Fig. 1: run 1, wiring by layer
Only two layers are drawn.
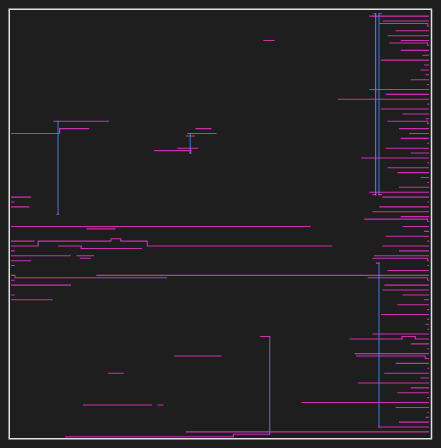
Fig. 2: run 1, drive-strength map
Scale bar: 20 microns.
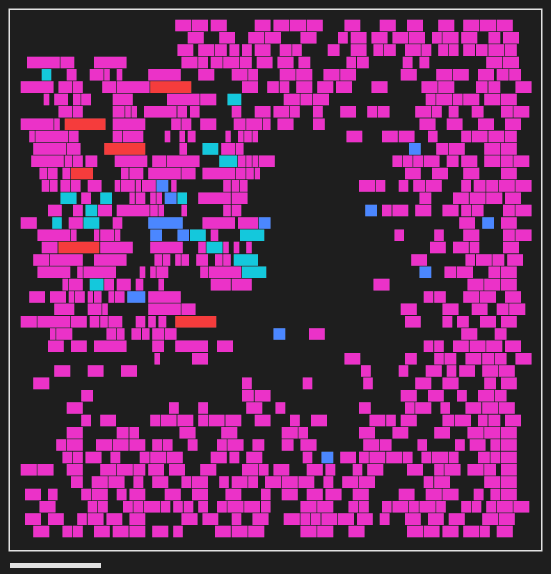
Fig. 3: run 1, metal 1
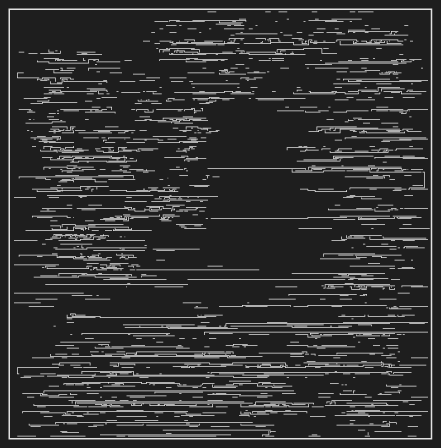
## src/rtl/l1_loop_wb_pkg.sv

```systemverilog
// rtl/l1_loop_wb_pkg.sv - shared types and constants for the L1 loop Wishbone arbiter
package l1_loop_wb_pkg;

    typedef enum logic [1:0] {
        IDLE   = 2'd0,
        GRANT0 = 2'd1,
        GRANT1 = 2'd2,
        ABORT  = 2'd3
    } arb_state_t;

    localparam logic [1:0] GRANT_NONE = 2'b00;
    localparam logic [1:0] GRANT_M0   = 2'b01;
    localparam logic [1:0] GRANT_M1   = 2'b10;

    localparam int DEFAULT_TIMEOUT_CYCLES = 255;

endpackage

```

## src/rtl/wb_stall_timer.sv

```systemverilog
// rtl/wb_stall_timer.sv - stall cycle counter with single-cycle expire pulse
module wb_stall_timer
    import l1_loop_wb_pkg::*;
#(
    parameter int TIMEOUT_CYCLES = DEFAULT_TIMEOUT_CYCLES
) (
    input  logic clk,
    input  logic rst,
    input  logic clear,
    input  logic stall,
    output logic expire
);

    localparam logic [15:0] LAST_STALL = 16'(TIMEOUT_CYCLES - 1);

    logic [15:0] count;

    // Expire on the stall cycle that would make the count reach TIMEOUT_CYCLES;
    // an ack in that same cycle deasserts stall, so the ack wins.
    assign expire = stall && (count == LAST_STALL);

    // Count consecutive stalled cycles; any ack, idle strobe or loss of grant restarts it.
    always_ff @(posedge clk) begin
        if (rst || clear || expire) begin
            count <= '0;
        end else if (stall) begin
            count <= count + 16'd1;
        end
    end

endmodule

```

## src/rtl/l1_loop_wb_arbiter.sv

```systemverilog
// rtl/l1_loop_wb_arbiter.sv - two-master round-robin Wishbone arbiter with bus timeout
module l1_loop_wb_arbiter
    import l1_loop_wb_pkg::*;
#(
    parameter int ADDR_WIDTH     = 22,
    parameter int DATA_WIDTH     = 32,
    parameter int TIMEOUT_CYCLES = DEFAULT_TIMEOUT_CYCLES,
    parameter int ERRCNT_WIDTH   = 8
) (
    input  logic                    wb_clk_i,
    input  logic                    wb_rst_i,

    input  logic                    m0_cyc_i,
    input  logic                    m0_stb_i,
    input  logic                    m0_we_i,
    input  logic [ADDR_WIDTH-1:0]   m0_adr_i,
    input  logic [DATA_WIDTH-1:0]   m0_dat_i,
    input  logic [3:0]              m0_sel_i,
    output logic                    m0_ack_o,
    output logic                    m0_err_o,
    output logic [DATA_WIDTH-1:0]   m0_dat_o,

    input  logic                    m1_cyc_i,
    input  logic                    m1_stb_i,
    input  logic                    m1_we_i,
    input  logic [ADDR_WIDTH-1:0]   m1_adr_i,
    input  logic [DATA_WIDTH-1:0]   m1_dat_i,
    input  logic [3:0]              m1_sel_i,
    output logic                    m1_ack_o,
    output logic                    m1_err_o,
    output logic [DATA_WIDTH-1:0]   m1_dat_o,

    output logic                    s_cyc_o,
    output logic                    s_stb_o,
    output logic                    s_we_o,
    output logic [ADDR_WIDTH-1:0]   s_adr_o,
    output logic [DATA_WIDTH-1:0]   s_dat_o,
    output logic [3:0]              s_sel_o,
    input  logic                    s_ack_i,
    input  logic [DATA_WIDTH-1:0]   s_dat_i,

    output logic [1:0]              grant_o,
    output logic [ERRCNT_WIDTH-1:0] timeout_cnt_o
);

    localparam logic [ERRCNT_WIDTH-1:0] CNT_MAX = {ERRCNT_WIDTH{1'b1}};
    localparam logic [ERRCNT_WIDTH-1:0] CNT_ONE = {{(ERRCNT_WIDTH-1){1'b0}}, 1'b1};

    arb_state_t              state;
    logic [1:0]              grant_q;
    logic [1:0]              last_grant;
    logic [1:0]              err_q;
    logic [ERRCNT_WIDTH-1:0] timeout_cnt;

    logic granted;
    logic stall;
    logic expire;

    assign granted = (state == GRANT0) || (state == GRANT1);
    assign stall   = granted && s_stb_o && !s_ack_i;

    wb_stall_timer #(
        .TIMEOUT_CYCLES (TIMEOUT_CYCLES)
    ) u_stall_timer (
        .clk    (wb_clk_i),
        .rst    (wb_rst_i),
        .clear  (!stall),
        .stall  (stall),
        .expire (expire)
    );

    // Arbitration FSM: round-robin on ties, grant locked while cyc is held, one-cycle abort.
    always_ff @(posedge wb_clk_i) begin
        if (wb_rst_i) begin
            state       <= IDLE;
            grant_q     <= GRANT_NONE;
            last_grant  <= GRANT_M1;
            err_q       <= GRANT_NONE;
            timeout_cnt <= '0;
        end else begin
            err_q <= GRANT_NONE;
            case (state)
                IDLE: begin
                    if (m0_cyc_i && (!m1_cyc_i || last_grant == GRANT_M1)) begin
                        state      <= GRANT0;
                        grant_q    <= GRANT_M0;
                        last_grant <= GRANT_M0;
                    end else if (m1_cyc_i) begin
                        state      <= GRANT1;
                        grant_q    <= GRANT_M1;
                        last_grant <= GRANT_M1;
                    end
                end
                GRANT0, GRANT1: begin
                    if ((state == GRANT0) ? !m0_cyc_i : !m1_cyc_i) begin
                        state   <= IDLE;
                        grant_q <= GRANT_NONE;
                    end else if (expire) begin
                        state   <= ABORT;
                        grant_q <= GRANT_NONE;
                        err_q   <= grant_q;
                        if (timeout_cnt != CNT_MAX) begin
                            timeout_cnt <= timeout_cnt + CNT_ONE;
                        end
                    end
                end
                ABORT: begin
                    state <= IDLE;
                end
                default: begin
                    state <= IDLE;
                end
            endcase
        end
    end

    assign grant_o       = grant_q;
    assign timeout_cnt_o = timeout_cnt;
    assign m0_err_o      = err_q[0] && !wb_rst_i;
    assign m1_err_o      = err_q[1] && !wb_rst_i;

    // Zero-latency request/response steering for the granted master only.
    always_comb begin
        s_cyc_o  = 1'b0;
        s_stb_o  = 1'b0;
        s_we_o   = 1'b0;
        s_adr_o  = '0;
        s_dat_o  = '0;
        s_sel_o  = 4'b0000;
        m0_ack_o = 1'b0;
        m1_ack_o = 1'b0;
        m0_dat_o = '0;
        m1_dat_o = '0;
        case (state)
            GRANT0: begin
                s_cyc_o  = m0_cyc_i;
                s_stb_o  = m0_cyc_i && m0_stb_i;
                s_we_o   = m0_we_i;
                s_adr_o  = m0_adr_i;
                s_dat_o  = m0_dat_i;
                s_sel_o  = m0_sel_i;
                m0_ack_o = s_ack_i && !wb_rst_i;
                m0_dat_o = s_dat_i;
            end
            GRANT1: begin
                s_cyc_o  = m1_cyc_i;
                s_stb_o  = m1_cyc_i && m1_stb_i;
                s_we_o   = m1_we_i;
                s_adr_o  = m1_adr_i;
                s_dat_o  = m1_dat_i;
                s_sel_o  = m1_sel_i;
                m1_ack_o = s_ack_i && !wb_rst_i;
                m1_dat_o = s_dat_i;
            end
            default: begin
            end
        endcase
    end

endmodule

```

## config.mk

```make
export PLATFORM = sky130hd
export DESIGN_NAME = l1_loop_wb_arbiter
export DESIGN_NICKNAME = d
export VERILOG_FILES = /design/src/rtl/l1_loop_wb_pkg.sv /design/src/rtl/wb_stall_timer.sv /design/src/rtl/l1_loop_wb_arbiter.sv
export SDC_FILE = /design/constraint.sdc
export NUM_CORES = 1
export LEC_CHECK = 0
export CORE_AREA = 2 2 115 117
export CTS_CLUSTER_DIAMETER = 60
export CTS_CLUSTER_SIZE = 8
export DETAILED_ROUTE_END_ITERATION = 8
export DIE_AREA = 0 0 117 119
export PLACE_DENSITY = 0.65
export SYNTH_ARGS = -nofsm -noshare
export SYNTH_HDL_FRONTEND = slang
export SYNTH_HIERARCHICAL = 1
export SYNTH_SLANG_ARGS = --single-unit
```

## constraint.sdc

```tcl
create_clock -name wb_clk_i -period 4.3 [get_ports wb_clk_i]
set_input_delay 0.86 -clock wb_clk_i [delete_from_list [all_inputs] [get_ports wb_clk_i]]
set_output_delay 0.86 -clock wb_clk_i [all_outputs]
set_load 0.02 [all_outputs]
```

==> Slide: Implementation Results, run 1 <==
Flow Results at a Glance

Pwr
  – Clk network pwr share: 11.1%
  – Power Clock: roughly 0.35 mW
  – Pwr top: combinational cells
  – Int Pwr: 1.72 mW
  – Comb power: 2.44 mW
  – Logic pwr share: 78.1%
  – Switch share: 45.1%
  – Worst vdd ir: 0.000317 V
  – Power density cells: 495 nW/um^2
  – Switch Pwr: 1.41 mW
  – P_seq: 0.339 mW
  – Flop pwr share: 10.8%
  – P_leak: 2.17 nW

Clock network
  – Reg clk slew, reported paths: 50 ps
  – CTS sink cnt: 32
  – H-tree levels: 2
  – CTS tree: built
  – CTS root buf: clkbuf_16
  – Clk latency late pin: 270 ps
  – Worst-case clock buffer depth: 2
  – Post-CTS Setup Bufs: 0
  – TritonCTS buffer count: 5

Routing
  – DRT iter0 DRCs: 244
  – Vias: 4016
  – Routed WL: 15700 microns
  – WL met2: around 7600 microns
  – First drt pass iteration count: 4
  – Drt drc: 0
  – Met3 WL: ~1400 microns
  – Detail Route Antenna Nets: 0
  – DR top layer: met4
  – M1 WL: 6480 microns
  – Wire length per cell: 18.2 microns

Synthesis
  – Top cells, area: dfxtp_1 (21%), a22oi_1 (15%), and2_1 (14%), nor2b_1 (13%), ha_1 (3.7%)
  – Post-synth ARST share: 0%
  – Syn_area_per_cell: 7.46 sq um
  – Yosys cell count: 409
  – Ys flops: 32
  – Syn Nets: around 580
  – Syn Inst Count: 409
  – YS warnings: 6
  – Flip-flops with a built-in enable: 0
  – Commonest flop: dfxtp_1
  – YS chip area: 3050 sq um
  – Unique cell types: 47
  – Area leader share: 21.0%
  – Post-Syn Area: 3050 sq um
  – Leading area contributor after synthesis: dfxtp_1

Hold path
  – Hold Path End: err_q[1]
  – HP Start: grant_o[1]
  – Hold WC Path Type: reg -> reg
  – Hold Path Cell Cnt: 2

Setup path
  – Startpoint types: register
  – CP Cell Sequence: inv_1 > ha_2 > buf_4 > a22oi_1 > nor2b_1 > clkdlybuf4s50_1
  – CP Max Fanout: 44
  – Worst R2R Start: state[0]
  – Flop2flop setup slack: ~1100 ps
  – CP required: 3440 ps
  – CP endpoint: s_dat_o[8]
  – CP startpoint: state[1]
  – Crit path max-delay cell type: clkdlybuf4s50_1
  – RR Endpoint: timeout_cnt_o[5]
  – CP max stage delay: 640 ps
  – Worst R2R Path Depth: 12
  – Critical Path AT: 2710 ps
  – Critical Path End Type: output port

Global routing
  – Global Route met1 Usage: between 20% and 30%
  – M2 GR Usage: 36.5%
  – First-pass GRT wire length: 22400 microns
  – Largest net degree at the start of global routing: 45
  – Overflow after GRT: 0
  – Vias in the first global route: 3876
  – GRT busiest layer: met2
  – Grt met3 use: 5.80%
  – Initial antenna violation count: 1

Outcome
  – Outcome: complete, no violations

Floorplan
  – Die Span Y: 119 microns
  – Num rows: roughly 42
  – Die width: 117 microns
  – Core Util at FP: 23.7%
  – Core region area: 12900 sq um

STA
  – Maximum clock frequency: 280 MHz
  – Setup TNS: 0 ps
  – RSZ-0062 raised after global routing: no
  – Worst-Margin Slew: about 680 ps
  – Fin crit share: between 80% and 90%
  – Final Max Tran Viols: 0
  – Final Hold Viols: 0
  – Setup violators final: 0
  – Final worst slack: 734 ps
  – Clock Skew: 5.19 ps

Place
  – PortBufs: just under 300
  – Post-place setup slack: around 630 ps
  – RePlAce Congestion: 0.882
  – DP Wirelength: 12800 microns

Cells and area
  – Area Growth Syn to Fin: 107%
  – Fillers: 1243

Flow run
  – # Max-Cap Violations: 0
  – Tool warnings: 32
About Fig. 1:
Blue marks metal 4, wire length 205 microns. Magenta marks metal 3, wire length 1400 microns.

About Fig. 2:
Red marks _6 and larger, cells 6, share 0.87%. Blue marks _3 and _4 cells, cells 13, share 1.9%. Cyan marks _2 cells, cells 16, share 2.3%. Magenta marks _0 and _1 cells, cells 653, share 95%.

About Fig. 3:
The longest straight run is 69.5 microns. 755 nets have wire on it. The wires run mostly horizontal. The layer holds 41% of the routed length. The layer carries 6480 microns of wire.

run 1: flip-flops by register name, summed over array words and instances (netlist names):
signal	flops
u_stall_timer/count	16
timeout_cnt_o	8
last_grant	2
grant_o	2
err_q	2
state	2
run 1: logic make-up after synthesis:
group / after synthesis / synth area share (%)
fa+ha+maj: 9 / 3.69
buf+inv: 42 / 5.74
mux: 4 / 1.35
compound gates: 90 / 21.4
simple gates: 217 / 42.6
xor+xnor: 15 / 4.30
flops: 32 / 21.0
run 1: synthesized netlist by cell type, types with 9 or more instances:
cell / n
nand3_1: 9
ha_1: 9
xor2_1: 11
clkbuf_1: 29
nor2b_1: 64
a21oi_1: 11
dfxtp_1: 32
a22oi_1: 60
nand2_1: 11
nor2_1: 21
and2_1: 67
run 1: per-stage QoR:
| stage | util (%) | power, mW | hold WS (ps) | cells | area (sq um) |
|---|---|---|---|---|---|
| 6_report | 49.1 | 3.13 | 475 | 865 | 6320 |
| 5_1_grt | 49.0 | 3.33 | 496 | 864 | 6310 |
| 4_1_cts | 49.0 | 3.18 | 479 | 864 | 6310 |
| 3_5_place_dp | 47.9 | 2.81 | 472 | 856 | 6170 |
| 3_3_place_gp | 47.9 | 2.80 | 468 | 856 | 6170 |
| 2_1_floorplan | - | 1.70 | 458 | 409 | 3050 |
run 1: final cells by class:
cell class	instances	area share, %
Sequential cell	32	10.1
Antenna cell	1	0.0396
Multi-Input combinational cell	335	35.5
Inverter	7	0.416
Clock buffer	8	2.32
Timing Repair Buffer	306	48.1
Tap cell	176	3.49
run 1: worst max-delay path: cells and delay by family, from the launching register on:
kind,cells,cell delay [ps]
buffers and inverters,3,1250
adder cells (fa/ha/maj),1,510
flip-flops,1,330
AND/OR/NAND/NOR,1,170
AND-OR/OR-AND,1,140
==> run 2, diff against run 1 <==
--- a/config.mk
+++ b/config.mk
@@ -5,12 +5,12 @@
 export SDC_FILE = /design/constraint.sdc
 export NUM_CORES = 1
 export LEC_CHECK = 0
-export CORE_AREA = 2 2 115 117
+export CORE_AREA = 2 2 114 116
 export CTS_CLUSTER_DIAMETER = 60
 export CTS_CLUSTER_SIZE = 8
 export DETAILED_ROUTE_END_ITERATION = 8
-export DIE_AREA = 0 0 117 119
-export PLACE_DENSITY = 0.65
+export DIE_AREA = 0 0 116 118
+export PLACE_DENSITY = 0.69
 export SYNTH_ARGS = -nofsm -noshare
 export SYNTH_HDL_FRONTEND = slang
 export SYNTH_HIERARCHICAL = 1
==> constraint.sdc (replaced) <==
create_clock -name wb_clk_i -period 3 [get_ports wb_clk_i]
set_input_delay 0.6 -clock wb_clk_i [delete_from_list [all_inputs] [get_ports wb_clk_i]]
set_output_delay 0.6 -clock wb_clk_i [all_outputs]
set_load 0.02 [all_outputs]
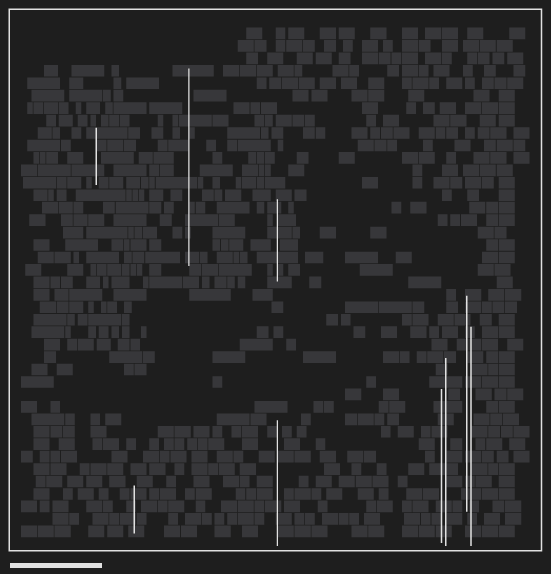
Fig. 4. The metal 4 layer (run 2).
Scale bar: 20 microns.
9 nets have wire on it. The longest straight run is 47.6 microns.

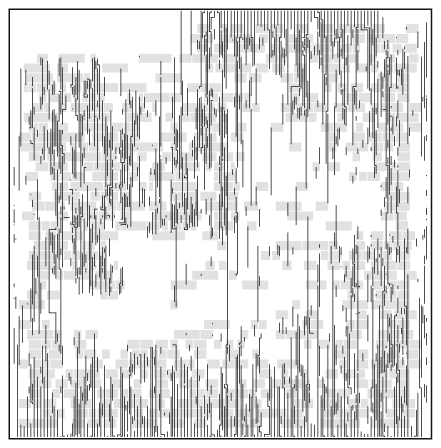
Fig. 5. Met2 routing (run 2).
739 nets have wire on it. The longest straight run is 64.9 microns. The layer holds 45% of the routed length. The wires run mostly vertical.

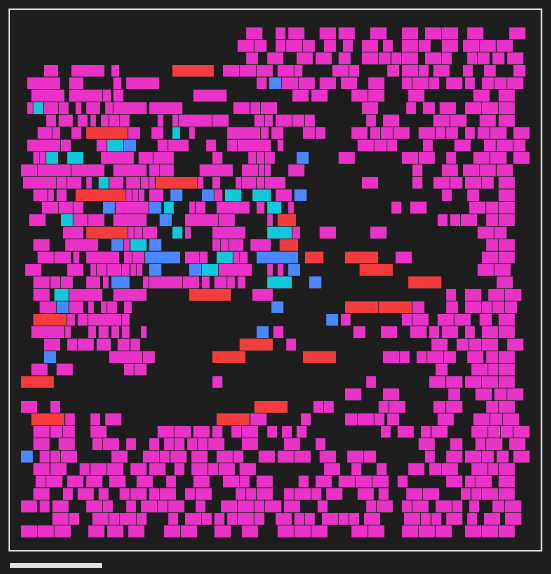
Fig. 6. Drive-strength map (run 2).
Scale bar: 20 microns.
final instance area: 6540 sq um
final worst slack: 92.1 ps
Area Growth Syn to Fin: 114%

==> run 2 against run 1 <==
Compared with the run above: sequential cell count unchanged; cell area increased by 3.5%; combinational power increased by 51%; worst hold slack improved by 11 ps; sequential share of layout area decreased by 0.35 points; global-route usage increased by 1.6 points; largest power group unchanged.
==> Slide: Implementation Results, run 2 <==
Flow Results at a Glance

Hold path
  – Hold Path Cell Cnt: 2
  – Hold WC Path Type: reg -> reg
  – Hold Path End: u_stall_timer/count[15]
  – HP Start: u_stall_timer/count[15]

Synthesis
  – Post-Syn Area: 3050 sq um
  – Syn Nets: 575
  – Top cells, area: dfxtp_1 (21%), a22oi_1 (15%), and2_1 (14%), nor2b_1 (13%), ha_1 (3.7%)
  – Syn_area_per_cell: 7.46 sq um
  – Post-synth ARST share: 0%
  – Unique cell types: about 47
  – Cell with the most instances after synthesis: and2_1
  – Syn Inst Count: slightly above 400
  – Area leader share: a little over a fifth
  – Yosys cell count: between 400 and 500
  – Most frequent cells after synthesis: and2_1 (67), nor2b_1 (64), a22oi_1 (60)
  – YS warnings: 6
  – Post-synth seq share: 21.0%
  – Ys flops: 32
  – Flip-flops with a built-in enable: 0
  – Commonest flop: dfxtp_1
  – YS chip area: 3050 sq um
  – Leading area contributor after synthesis: dfxtp_1

Floorplan
  – Chip area: ~14000 sq um
  – Die width: 116 microns
  – Core region area: 12400 sq um
  – Boundary Pins: 296
  – Num rows: 41
  – Core Util at FP: 24.6%
  – Die Span Y: 118 microns

Routing
  – Drt drc: 0
  – First drt pass iteration count: 4
  – Routed WL: 16200 microns
  – Detail Route Antenna Nets: 0
  – Via/cell ratio: roughly 4.6
  – Vias: 4017
  – Wire length per cell: 18.7 microns
  – DRT iter0 DRCs: 200

Setup path
  – Startpoint types: register
  – Crit path max-delay cell type: clkdlybuf4s50_1
  – CP Cell Sequence: inv_1 > ha_2 > buf_6 > nor2b_1 > clkdlybuf4s50_1
  – Largest delay share family, worst path: buffers and inverters
  – Critical Path End Type: output port
  – Critical Path AT: 2310 ps
  – Worst R2R Path Depth: 11
  – RR Endpoint: timeout_cnt_o[7]
  – Flop2flop setup slack: roughly 250 ps
  – WP buf/inv: 3
  – CP required: 2400 ps
  – Worst R2R Start: state[0]
  – CP Max Fanout: 34
  – WS Path Type: reg -> out
  – CP max stage delay: 670 ps

Cells and area
  – Share of layout cells above drive strength 1: roughly 9%
  – Largest register FFs: 16
  – Fin cells: 868
  – Fin util: 52.7%
  – Nets: 861
  – Most common logic cells in the final layout: clkdlybuf4s50_1 (278), and2_1 (67), nor2b_1 (64)
  – Most frequent logic cell in the layout: clkdlybuf4s50_1
  – Reg with most FFs: u_stall_timer/count
  – N_diodes: 0

Outcome
  – Outcome: complete, no violations

Place
  – Post-place setup slack: -104 ps
  – RePlAce Congestion: 0.823
  – DP Wirelength: 13300 microns
  – PortBufs: 295
  – Placed cell count: 859
  – Placed inst area: 6350 sq um

STA
  – Maximum clock frequency: 344 MHz
  – Setup violators final: 0
  – Final Hold Viols: 0
  – Setup TNS: 0 ps
  – Worst-Margin Slew: 544 ps
  – Clock Skew: between 1.5 and 2 ps
  – Hold slack final: 487 ps
  – Final Max Tran Viols: 0
  – RSZ-0062 raised after global routing: no
  – Slew headroom: 62.7%
  – Min Clock Period, post-route: 2910 ps
  – Fin crit share: 96.9%

Clock network
  – TritonCTS buffer count: 5
  – Worst-case clock buffer depth: 2
  – CTS root buf: clkbuf_16
  – Reg clk slew, reported paths: about 50 ps
  – CTS sink cnt: 32
  – Clk latency late pin: 280 ps
  – CTS hold repair buffers: 0
  – H-tree levels: 2
  – CTS tree: built

Flow run
  – Tool warnings: 32
  – # Max-Cap Violations: 0

Global routing
  – Vias in the first global route: between 4000 and 5000
  – Largest net degree at the start of global routing: approximately 71
  – Total global-route track usage: 22.5%
  – First-pass GRT wire length: 23800 microns
  – Overflow after GRT: 0
  – Initial antenna violation count: 0

Pwr
  – Worst vdd ir: approximately 0.00039 V
  – Total power: between 4 and 5 mW
  – Power density cells: just over 700 nW/um^2
  – P_leak: 2.29 nW
==> run 2: logic make-up (layout without fill, tap and decap cells) <==
family                   Yosys count  in the layout  share of synthesized area [%]
AND/OR/NAND/NOR                  217            217                           42.6
AND-OR/OR-AND                     90             90                           21.4
buffers and inverters             42            329                           5.74
flip-flops                        32             32                           21.0
XOR/XNOR                          15             15                           4.30
adder cells (fa/ha/maj)            9              9                           3.69
multiplexers                       4              4                           1.35
==> run 2: power breakdown <==
group	internal (mW)	total [mW]	switching (mW)
sequential	0.458	0.494	0.0359
clock	0.389	0.575	0.185
combinational	1.79	3.68	1.89
total	2.63	4.74	2.11
==> run 2: layout make-up <==
| cell class | count | area, sq um |
|---|---|---|
| Clock buffer | 5 | 125 |
| Clock inverter | 3 | 42.5 |
| Fill cell | 1191 | 5880 |
| Inverter | 7 | 26.3 |
| Multi-Input combinational cell | 335 | 2260 |
| Sequential cell | 32 | 641 |
| Tap cell | 172 | 215 |
| Timing Repair Buffer | 314 | 3230 |
==> run 2: per-layer routing <==
layer | part of all wire, % | global-route usage, % | up-vias
met3 | 12 | 10.2 | 21
li1 | - | - | 1996
met4 | 1.7 | 4.54 | 0
met2 | 45 | 36.2 | 153
met1 | 42 | 27.7 | 1847
met5 | 0 | 0 | -
==> run 2: what timing repair did <==
item	CTS	global route
buffers inserted	0	1
setup endpoints to repair	0	18
resized	0	4
hold endpoints to repair	0	0
==> run 2: worst max path at each step <==
stage,to,slack (ps),cells past startpoint,start
2_1_floorplan,timeout_cnt_o[5],20,13,state[0]
5_1_grt,s_dat_o[28],10,5,state[0]
3_3_place_gp,timeout_cnt_o[7],-50,12,m1_cyc_i
3_5_place_dp,timeout_cnt_o[5],-100,12,m1_cyc_i
6_report,s_adr_o[5],90,5,state[0]
4_1_cts,s_dat_o[28],40,5,state[0]
Power figures rest on the tool's default switching activity, not on a simulated workload.
